$ cat src/rtl/fetch_stage_pkg.sv
// Shared processor defines: opcode field, opcode constants and fetch state encoding.
package fetch_stage_pkg;

  localparam int unsigned OPCODE_MSB = 15;
  localparam int unsigned OPCODE_LSB = 11;

  localparam logic [4:0] OP_NOP = 5'b00000;
  localparam logic [4:0] OP_LDM = 5'b01100;
  localparam logic [4:0] OP_INT = 5'b11111;

  typedef enum logic {
    FETCH_OP  = 1'b0,
    FETCH_IMM = 1'b1
  } fetchState_t;

  function automatic logic [4:0] opcodeOf(input logic [15:0] word);
    return word[OPCODE_MSB:OPCODE_LSB];
  endfunction

  function automatic logic [15:0] opWord(input logic [4:0] op);
    return {op, 11'b0};
  endfunction

endpackage

$ cat src/rtl/fetch_stage_int_latch.sv
// Interrupt request edge detector with a sticky pending flag; edges while pending merge.
module int_latch (
  input  logic clk,
  input  logic reset,
  input  logic interruptSignal,
  input  logic clearPending,
  output logic intPending
);

  logic prevSignal;

  always_ff @(posedge clk or negedge reset) begin
    if (!reset) begin
      prevSignal <= 1'b0;
      intPending <= 1'b0;
    end else begin
      prevSignal <= interruptSignal;
      intPending <= (interruptSignal & ~prevSignal) | (intPending & ~clearPending);
    end
  end

endmodule

$ cat src/rtl/fetch_stage.sv
// Instruction fetch stage: PC, two-word LDM assembly, redirect flush and interrupt injection.
module fetch_stage
  import fetch_stage_pkg::*;
#(
  parameter logic [15:0] RESET_VECTOR = 16'h0000,
  parameter logic [15:0] INT_VECTOR   = 16'h0002
) (
  input  logic        clk,
  input  logic        reset,
  input  logic        stall,
  input  logic        redirect_en,
  input  logic [15:0] redirect_pc,
  input  logic        interruptSignal,
  output logic [15:0] imem_addr,
  input  logic [15:0] imem_data,
  output logic        if_id_valid,
  output logic [15:0] if_id_instr,
  output logic [15:0] if_id_imm,
  output logic        if_id_has_imm,
  output logic [15:0] if_id_pc_next,
  output logic        int_taken
);

  fetchState_t state;
  logic [15:0] pc;
  logic [15:0] heldWord;
  logic        intPending;
  logic        takeInt;

  assign imem_addr = pc;

  // Interrupts only enter between instructions, never while a redirect or stall is active.
  assign takeInt = (state == FETCH_OP) && intPending && !stall && !redirect_en;

  int_latch uIntLatch (
    .clk            (clk),
    .reset          (reset),
    .interruptSignal(interruptSignal),
    .clearPending   (takeInt),
    .intPending     (intPending)
  );

  always_ff @(posedge clk or negedge reset) begin
    if (!reset) begin
      pc            <= RESET_VECTOR;
      state         <= FETCH_OP;
      heldWord      <= opWord(OP_NOP);
      if_id_valid   <= 1'b0;
      if_id_instr   <= '0;
      if_id_imm     <= '0;
      if_id_has_imm <= 1'b0;
      if_id_pc_next <= '0;
      int_taken     <= 1'b0;
    end else begin
      int_taken <= takeInt;
      if (redirect_en) begin
        pc          <= redirect_pc;
        state       <= FETCH_OP;
        heldWord    <= opWord(OP_NOP);
        if_id_valid <= 1'b0;
      end else if (!stall) begin
        if (takeInt) begin
          // Return address is the not-yet-fetched PC.
          if_id_valid   <= 1'b1;
          if_id_instr   <= opWord(OP_INT);
          if_id_imm     <= '0;
          if_id_has_imm <= 1'b0;
          if_id_pc_next <= pc;
          pc            <= INT_VECTOR;
        end else if (state == FETCH_IMM) begin
          if_id_valid   <= 1'b1;
          if_id_instr   <= heldWord;
          if_id_imm     <= imem_data;
          if_id_has_imm <= 1'b1;
          if_id_pc_next <= pc + 16'd1;
          pc            <= pc + 16'd1;
          state         <= FETCH_OP;
        end else if (opcodeOf(imem_data) == OP_LDM) begin
          heldWord    <= imem_data;
          if_id_valid <= 1'b0;
          pc          <= pc + 16'd1;
          state       <= FETCH_IMM;
        end else begin
          if_id_valid   <= 1'b1;
          if_id_instr   <= imem_data;
          if_id_imm     <= '0;
          if_id_has_imm <= 1'b0;
          if_id_pc_next <= pc + 16'd1;
          pc            <= pc + 16'd1;
        end
      end
    end
  end

endmodule
$ cat config.mk
export PLATFORM = sky130hd
export DESIGN_NAME = fetch_stage
export DESIGN_NICKNAME = d
export VERILOG_FILES = /design/src/rtl/fetch_stage_pkg.sv /design/src/rtl/fetch_stage_int_latch.sv /design/src/rtl/fetch_stage.sv
export SDC_FILE = /design/constraint.sdc
export NUM_CORES = 1
export LEC_CHECK = 0
export CORE_MARGIN = 8
export CORE_UTILIZATION = 44
export DETAILED_ROUTE_END_ITERATION = 7
export GPL_TIMING_DRIVEN = 0
export MAX_ROUTING_LAYER = met4
export PLACE_DENSITY_LB_ADDON = 0.15
export SYNTH_ARGS = -nofsm -noshare
export SYNTH_HDL_FRONTEND = slang
export SYNTH_SLANG_ARGS = --single-unit
$ cat constraint.sdc
create_clock -name clk -period 1.6 [get_ports clk]
set_input_delay 0.48 -clock clk [delete_from_list [all_inputs] [get_ports clk]]
set_output_delay 0.48 -clock clk [all_outputs]
set_load 0.01 [all_outputs]
==> images/clock_wires.png <==
The bar under the picture is 20 µm long.
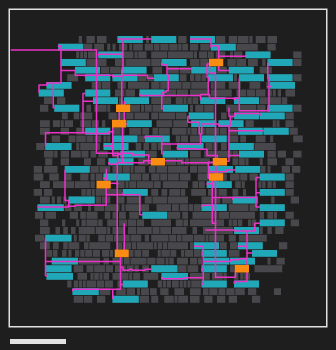
[orange] clock-net drivers | count: 9
[magenta] clock wires | length: 1,140 µm
[cyan] flip-flops | count: 86
routed clock nets: 10
flops lie: widely spread
clk_lat worst skew: 0.38 ns
Power Clock: 1.79 mW
Clock power frac: 29.9%
Worst Skew: 0.0190 ns

==> flow_metrics.py <==
# Synthesis and PnR figures
metrics = {
    "run_status": {
        "status": "finished, violations left",
        "violations": "setup timing",
    },
    "synthesis": {
        "ys_cells": 422,
        "yosysWarnings": 0,
        "synthAoiAreaFrac_pct": 16.9,
        "logic_family": "simple AND/OR/NAND/NOR gates",
        "common_cells": "86 x dfrtp_1, 80 x nand2_1, 27 x o21ai_0",
        "postSynth.asyncResetShare_pct": 100,
        "ys.flops": 86,
        "synth_adder_area_share_pct": 0.611,
        "ff_type": "dfrtp_1",
        "synth_seq_share_pct": 52.5,
        "syn_area_um2": 4100,
        "fp_nets": 461,
    },
    "drt": {
        "routed_via_density": 5.86,
        "drt.antenna.violating_nets": 0,
        "drt_iter0_drc": 308,
        "route.detailed.drc": 0,
    },
    "critical_path": {
        "path_depth": 9,
        "cp_max_fo": 4,
        "path_delay_family": "buffers and inverters",
        "cp.required_ns": 1.86,
        "slowest_stage": "dfrtp_1",
        "cpPeakStageDelay_ns": 0.43,
        "cp_cell_sequence": "buf_6 > nor4b_4 > buf_4 > inv_6 > a21oi_4 > buf_6 > buf_4 > o311ai_4 > o21a_1",
    },
    "placement": {
        "gp_congestion": 0.907,
    },
    "timing": {
        "finalSetupViolations": 81,
        "timing.final.ws_setup_ns": -0.331,
        "rsz0062_at_grt": "yes",
    },
    "layout": {
        "antennaDiodeCount": 0,
    },
    "die": {
        "boundaryPins": 104,
        "chip_area_um2": 12700,
        "fp-row-count": 35,
    },
    "grt": {
        "grt_overflow_total": 0,
    },
    "power": {
        "powerDensity_nw_per_um2": 850,
    },
}
==> images/route_heat.png <==
The die is cut into 23 by 23 equal tiles; dark blue is low, red is high, scaled to the fullest tile. Values are wire area over tile area, all layers added.
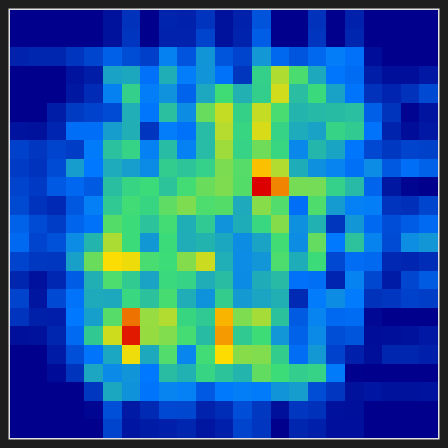
mean over tiles: 0.20
emptiest ninth of the die: south-east
densest ninth of the die: center
nearly empty tiles: 14%
wire per inst: 21.5 µm
Total GRT Usage: 24.3%
detailed-route via count: 4,278
final WL: 15.7 mm

==> repair_timing <==
item,4_1_cts,5_1_grt
pin swaps,54,28
gates cloned,9,1
resized,210,60
endpoints found under the setup margin,151,90
setup buffers,55,19
==> final cells by class <==
type / count / area share [%]
clock inverter: 7 / 1.46
sequential: 86 / 30.8
timing repair buffer: 183 / 25.7
buffer: 30 / 5.04
tap: 111 / 1.97
multi-input combinational: 298 / 32.9
inverter: 6 / 0.390
clock buffer: 9 / 1.76
==> power breakdown <==
| group | internal, mW | switching [mW] | leakage (nW) | total (mW) |
|---|---|---|---|---|
| Clock | 0.902 | 0.890 | 0.116 | 1.79 |
| Combinational | 0.849 | 0.840 | 2.09 | 1.69 |
| Sequential | 2.36 | 0.149 | 1.09 | 2.51 |
| Total | 4.11 | 1.88 | 3.29 | 5.99 |
==> flip-flops by register name, indices dropped and copies added (netlist names), 16 cells and up <==
signal	flops
heldWord	16
if_id_imm	16
if_id_instr	16
if_id_pc_next	16
imem_addr	16
==> routing by layer <==
layer  wire [µm]  global-route usage [%]  part of all wire (%)
met1        6600                    30.2                    42
met2        7690                    38.2                    49
met3         917                    4.19                   5.8
met4         521                    11.0                   3.3
met5           0                       -                     0
==> metrics by stage <==
| stage | hold WS [ns] | util, % | setup TNS [ns] | cells | setup slack (ns) |
|---|---|---|---|---|---|
| 3_3_place_gp | 0.406 | 59.7 | -317.11 | 634 | -3.33 |
| 6_report | 0.0404 | 77.0 | -18.03 | 730 | -0.331 |
| 3_5_place_dp | 0.418 | 59.9 | -60.40 | 635 | -1.05 |
| 4_1_cts | 0.0395 | 73.5 | -5.20 | 715 | -0.163 |
| 2_1_floorplan | 0.184 | - | -6.00 | 422 | -0.142 |
| 5_1_grt | 0.0593 | 77.0 | -24.11 | 730 | -0.438 |
Power and IR drop assume default switching activity.
